==> images/floorplan.png <==
The bar under the picture is 20 um long. Pins as bars on the die edge.
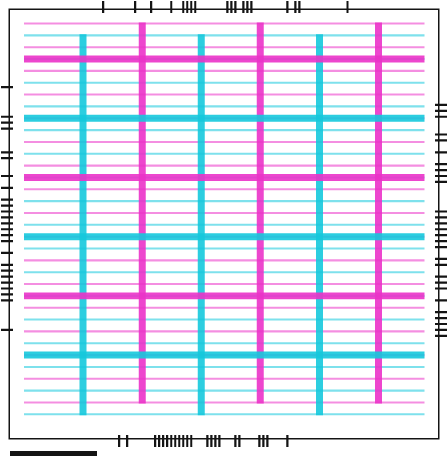
==> images/class_map.png <==
The bar under the picture is 20 um long.
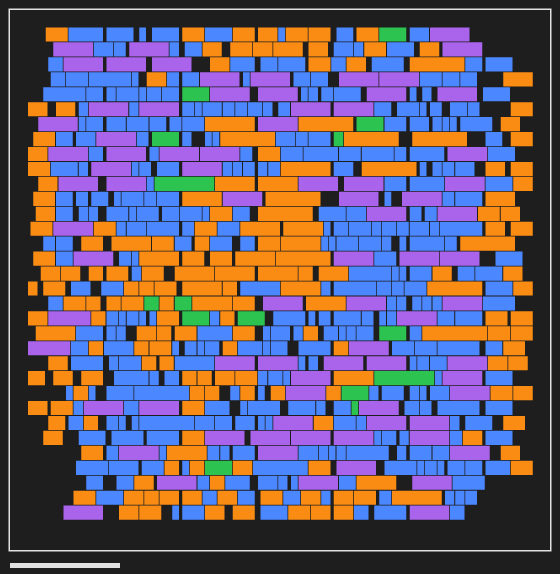
==> images/clock_wires.png <==
The bar under the picture is 20 um long.
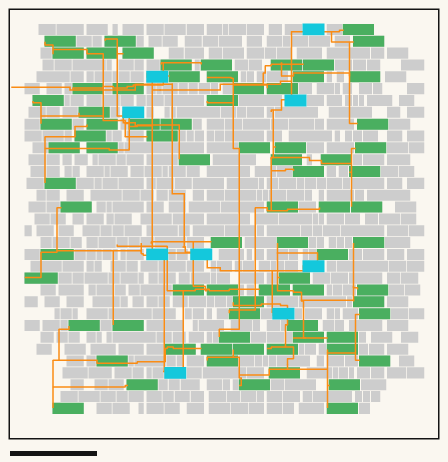
==> images/layers.png <==
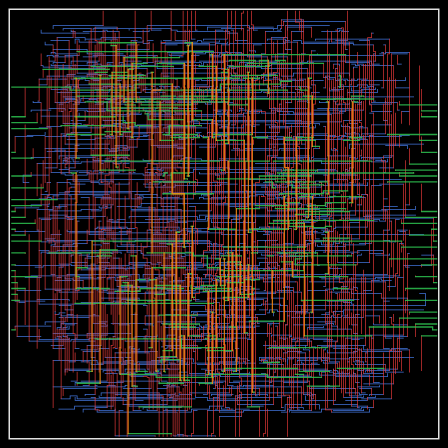
## config.mk

```make
export PLATFORM = sky130hd
export DESIGN_NAME = alu_result_stage
export DESIGN_NICKNAME = d
export VERILOG_FILES = /design/src/rtl/alu_result_stage_pkg.sv /design/src/rtl/alu_result_fifo2.sv /design/src/rtl/alu_result_stage.sv
export SDC_FILE = /design/constraint.sdc
export NUM_CORES = 1
export LEC_CHECK = 0
export CAP_MARGIN = 20
export CORE_MARGIN = 3
export CORE_UTILIZATION = 45
export DETAILED_ROUTE_END_ITERATION = 7
export PLACE_DENSITY = 0.73
export SYNTH_ARGS = -nofsm -noshare
export SYNTH_HDL_FRONTEND = slang
export SYNTH_SLANG_ARGS = --single-unit
```

## constraint.sdc

```tcl
create_clock -name clock -period 1.5 [get_ports clock]
set_clock_uncertainty 0.1 [all_clocks]
set_input_delay 0.225 -clock clock [delete_from_list [all_inputs] [get_ports clock]]
set_output_delay 0.225 -clock clock [all_outputs]
set_load 0.05 [all_outputs]
```

## src/rtl/alu_result_stage_pkg.sv

```systemverilog
// alu_result_stage_pkg: shared widths, kind/opcode encodings, rstatus codes and entry record
package alu_result_stage_pkg;
  localparam int DATA_W = 32;
  localparam int REG_AW = 5;
  localparam logic [REG_AW-1:0] RSTATUS = 5'd30;
  typedef enum logic [1:0] {KIND_REG = 2'd0, KIND_BNE = 2'd1, KIND_BLT = 2'd2, KIND_NOWB = 2'd3} kind_t;
  localparam logic [4:0] OP_ADD = 5'd0;
  localparam logic [4:0] OP_SUB = 5'd1;
  localparam logic [4:0] OP_AND = 5'd2;
  localparam logic [4:0] OP_OR  = 5'd3;
  localparam logic [DATA_W-1:0] CODE_ADD_OVF = 32'd1;
  localparam logic [DATA_W-1:0] CODE_SUB_OVF = 32'd3;
  typedef struct packed {
    logic              we;
    logic [REG_AW-1:0] dest;
    logic [DATA_W-1:0] data;
    logic              taken;
  } entry_t;
endpackage

```

## src/rtl/alu_result_fifo2.sv

```systemverilog
// alu_result_fifo2: generic 2-entry valid/ready buffer, in_ready depends only on occupancy
module alu_result_fifo2 #(
  parameter int W = 8
) (
  input  logic         clock,
  input  logic         reset,
  input  logic         flush,
  input  logic         in_valid,
  output logic         in_ready,
  input  logic [W-1:0] in_data,
  output logic         out_valid,
  input  logic         out_ready,
  output logic [W-1:0] out_data
);
  localparam logic [1:0] EMPTY = 2'd0;
  localparam logic [1:0] ONE   = 2'd1;
  localparam logic [1:0] FULL  = 2'd2;
  logic [1:0]   state;
  logic [W-1:0] head, tail;
  logic         push, pop;
  assign in_ready  = state != FULL;
  assign out_valid = state != EMPTY;
  assign push      = in_valid && in_ready && !flush;
  assign pop       = out_valid && out_ready;
  assign out_data  = out_valid ? head : '0;
  // occupancy FSM with head/tail storage; flush empties and drops the incoming beat
  always_ff @(posedge clock) begin
    if (!reset) begin
      state <= EMPTY;
      head  <= '0;
      tail  <= '0;
    end else if (flush) begin
      state <= EMPTY;
    end else if (state == EMPTY && push) begin
      head  <= in_data;
      state <= ONE;
    end else if (state == ONE && push && pop) begin
      head  <= in_data;
    end else if (state == ONE && push) begin
      tail  <= in_data;
      state <= FULL;
    end else if (state == ONE && pop) begin
      state <= EMPTY;
    end else if (state == FULL && pop) begin
      head  <= tail;
      state <= ONE;
    end
  end
endmodule

```

## src/rtl/alu_result_stage.sv

```systemverilog
// alu_result_stage: ALU result pipeline register with r30 overflow rewrite and branch resolve; ALU_RESULT_STATS_EN adds counters
module alu_result_stage
  import alu_result_stage_pkg::*;
(
  input  logic              clock,
  input  logic              reset,
  input  logic              flush,
  input  logic              in_valid,
  output logic              in_ready,
  input  logic [4:0]        alu_opcode,
  input  logic [1:0]        in_kind,
  input  logic [REG_AW-1:0] in_dest,
  input  logic [DATA_W-1:0] data_result,
  input  logic              isNotEqual,
  input  logic              isLessThan,
  input  logic              overflow,
  output logic              out_valid,
  input  logic              out_ready,
  output logic              out_we,
  output logic [REG_AW-1:0] out_dest,
  output logic [DATA_W-1:0] out_data,
  output logic              out_taken
`ifdef ALU_RESULT_STATS_EN
  ,
  output logic [15:0]       stat_ovf_cnt,
  output logic [15:0]       stat_taken_cnt
`endif
);
  entry_t ent, head_e;
  logic   is_wr, ovf_rw, push;
  assign push = in_valid && in_ready && !flush;
  // entry formation: overflow on add/sub register writes is redirected to rstatus
  always_comb begin
    is_wr     = in_kind == KIND_REG;
    ovf_rw    = is_wr && overflow && (alu_opcode == OP_ADD || alu_opcode == OP_SUB);
    ent.we    = is_wr;
    ent.dest  = ovf_rw ? RSTATUS : in_dest;
    ent.data  = ovf_rw ? (alu_opcode == OP_SUB ? CODE_SUB_OVF : CODE_ADD_OVF) : data_result;
    ent.taken = in_kind == KIND_BNE ? isNotEqual : in_kind == KIND_BLT ? isLessThan : 1'b0;
  end
  alu_result_fifo2 #(.W($bits(entry_t))) u_fifo (
    .clock    (clock),
    .reset    (reset),
    .flush    (flush),
    .in_valid (in_valid),
    .in_ready (in_ready),
    .in_data  (ent),
    .out_valid(out_valid),
    .out_ready(out_ready),
    .out_data (head_e)
  );
  assign {out_we, out_dest, out_data, out_taken} = head_e;
`ifdef ALU_RESULT_STATS_EN
  // saturating counts of pushed overflow rewrites and pushed taken branches
  always_ff @(posedge clock) begin
    if (!reset) begin
      stat_ovf_cnt   <= '0;
      stat_taken_cnt <= '0;
    end else begin
      if (push && ovf_rw && stat_ovf_cnt != 16'hFFFF) stat_ovf_cnt <= stat_ovf_cnt + 16'd1;
      if (push && ent.taken && stat_taken_cnt != 16'hFFFF) stat_taken_cnt <= stat_taken_cnt + 16'd1;
    end
  end
`endif
endmodule

```

==> results.cfg <==
; flow metrics
[yosys]
syn_inst = 469
synth.area.top_cells = dfxtp_1 (42%), nand3_1 (8.2%), nand2_1 (7.3%)
yosysTopAreaCell = dfxtp_1
ys_cells = 469
yosys_most_used_dff = dfxtp_1
ys_warn_count = 0
most_common_cell = dfxtp_1
ys_area_um2 = 3830

[final_timing]
period_used_pct = 129
clock.fmax_mhz = 518
setup_viol = 118
rsz0062_at_grt = yes
holdWs_ns = 0.269
layout_setup_ws_ns = -0.429

[pwr]
power_mw = 5.40
powerDensity_nw_per_um2 = 742
pwr-share-seq_pct = 42.4
internal-power_mw = 3.79
p_clk_mw = 1.84
powerComb_mw = 1.27

[drt]
final_antenna_net_count = 0
top_layer = met4
dr_wl_met3_um = 1870
wl_met2_um = 8730
first_pass_iters = 6

[setup_path]
worst_path_most_repeated_cell = buf_12
critPathArrivalTime_ns = 2.08
cp.required_ns = 1.65
r2r-start = u_fifo.state[1]
critPathCapture = u_fifo.head[38]
crit_chain = buf_6 -> buf_6 -> mux2_4 -> o2bb2ai_4 -> buf_12 -> buf_12 -> buf_12 -> o21ai_1 -> a31oi_2

[placement]
dp_slack_ns = -0.504
port_buffers = 92
gp_congestion = 0.776

[cts]
cts_hold_buf = 0
cts_setup_buffers = 30
cts.clk_slew.worst_paths_ns = 0.09
cts_root_buffer = clkbuf_8
clock-sinks = 80
numCtsBuffers = 9

[floorplan]
chipArea_um2 = 9660

[status]
violations = negative setup slack
status = complete, but fails checks

[worst_hold_path]
hold-path-endpoint = u_fifo.head[30]
worstHoldPathType = in2reg

[layout]
lay_top_count = dfxtp_1
final_area_um2 = 7280
fillers = 320
reg_top3 = u_fifo.head x39, u_fifo.tail x39, u_fifo.state x2

[grt]
antenna_found_initial = 0

[flow_run]
warnings = 29
Notes on floorplan.png above:
Cyan stands for VSS. Magenta stands for VDD.
6 straps on met5. 6 straps on met4. The core has 33 rows. 93 signal pins sit on the boundary.
DIE WIDTH: 98.3 um
core area: 8260 um2
Die Y-Extent: 98.3 um
VDD IR-drop max: 0.560 mV

Notes on class_map.png above:
Orange stands for remaining buffers and delay cells, cells 182, share of their area 32%. Blue stands for remaining logic cells, cells 348, share of their area 43%. Green stands for clock drivers and dummy loads, cells 15, share of their area 2.9%. Purple stands for registers, cells 80, share of their area 22%.

Notes on clock_wires.png above:
Green stands for flip-flops, count 80. Orange stands for clock wires, length 1,170 um. Cyan stands for clock-net drivers, count 9.
There are 10 routed clock nets. Position of the flops: all over the die.

Notes on layers.png above:
Blue stands for M1, wire length 6,720 um. Green stands for M3, wire length 1,870 um. Orange stands for M4, wire length 1,370 um. Red stands for M2, wire length 8,730 um.
drt total wl: 18,700 um
via count: 4,777

layout make-up:
| class | instances | area [um2] | area share [%] |
|---|---|---|---|
| multi-input combinational | 347 | 3030 | 41.7 |
| tap | 105 | 131 | 1.81 |
| inverter | 1 | 8.76 | 0.120 |
| timing repair buffer | 182 | 2290 | 31.5 |
| clock inverter | 5 | 81.3 | 1.12 |
| clock buffer | 10 | 128 | 1.75 |
| sequential | 80 | 1600 | 22.0 |
logic make-up after synthesis:
family                 share of synthesized area [%]
AND/OR/NAND/NOR                                 29.8
buffers and inverters                           6.79
AND-OR/OR-AND                                   21.3
flip-flops                                      41.8
multiplexers                                   0.392
critical path: cells and delay by family (launching register included):
kind                   cells  cell delay, ns
buffers and inverters      5            0.66
AND-OR/OR-AND              3            0.39
flip-flops                 1            0.34
multiplexers               1            0.32
Power figures rest on the tool's default switching activity, not on a simulated workload.
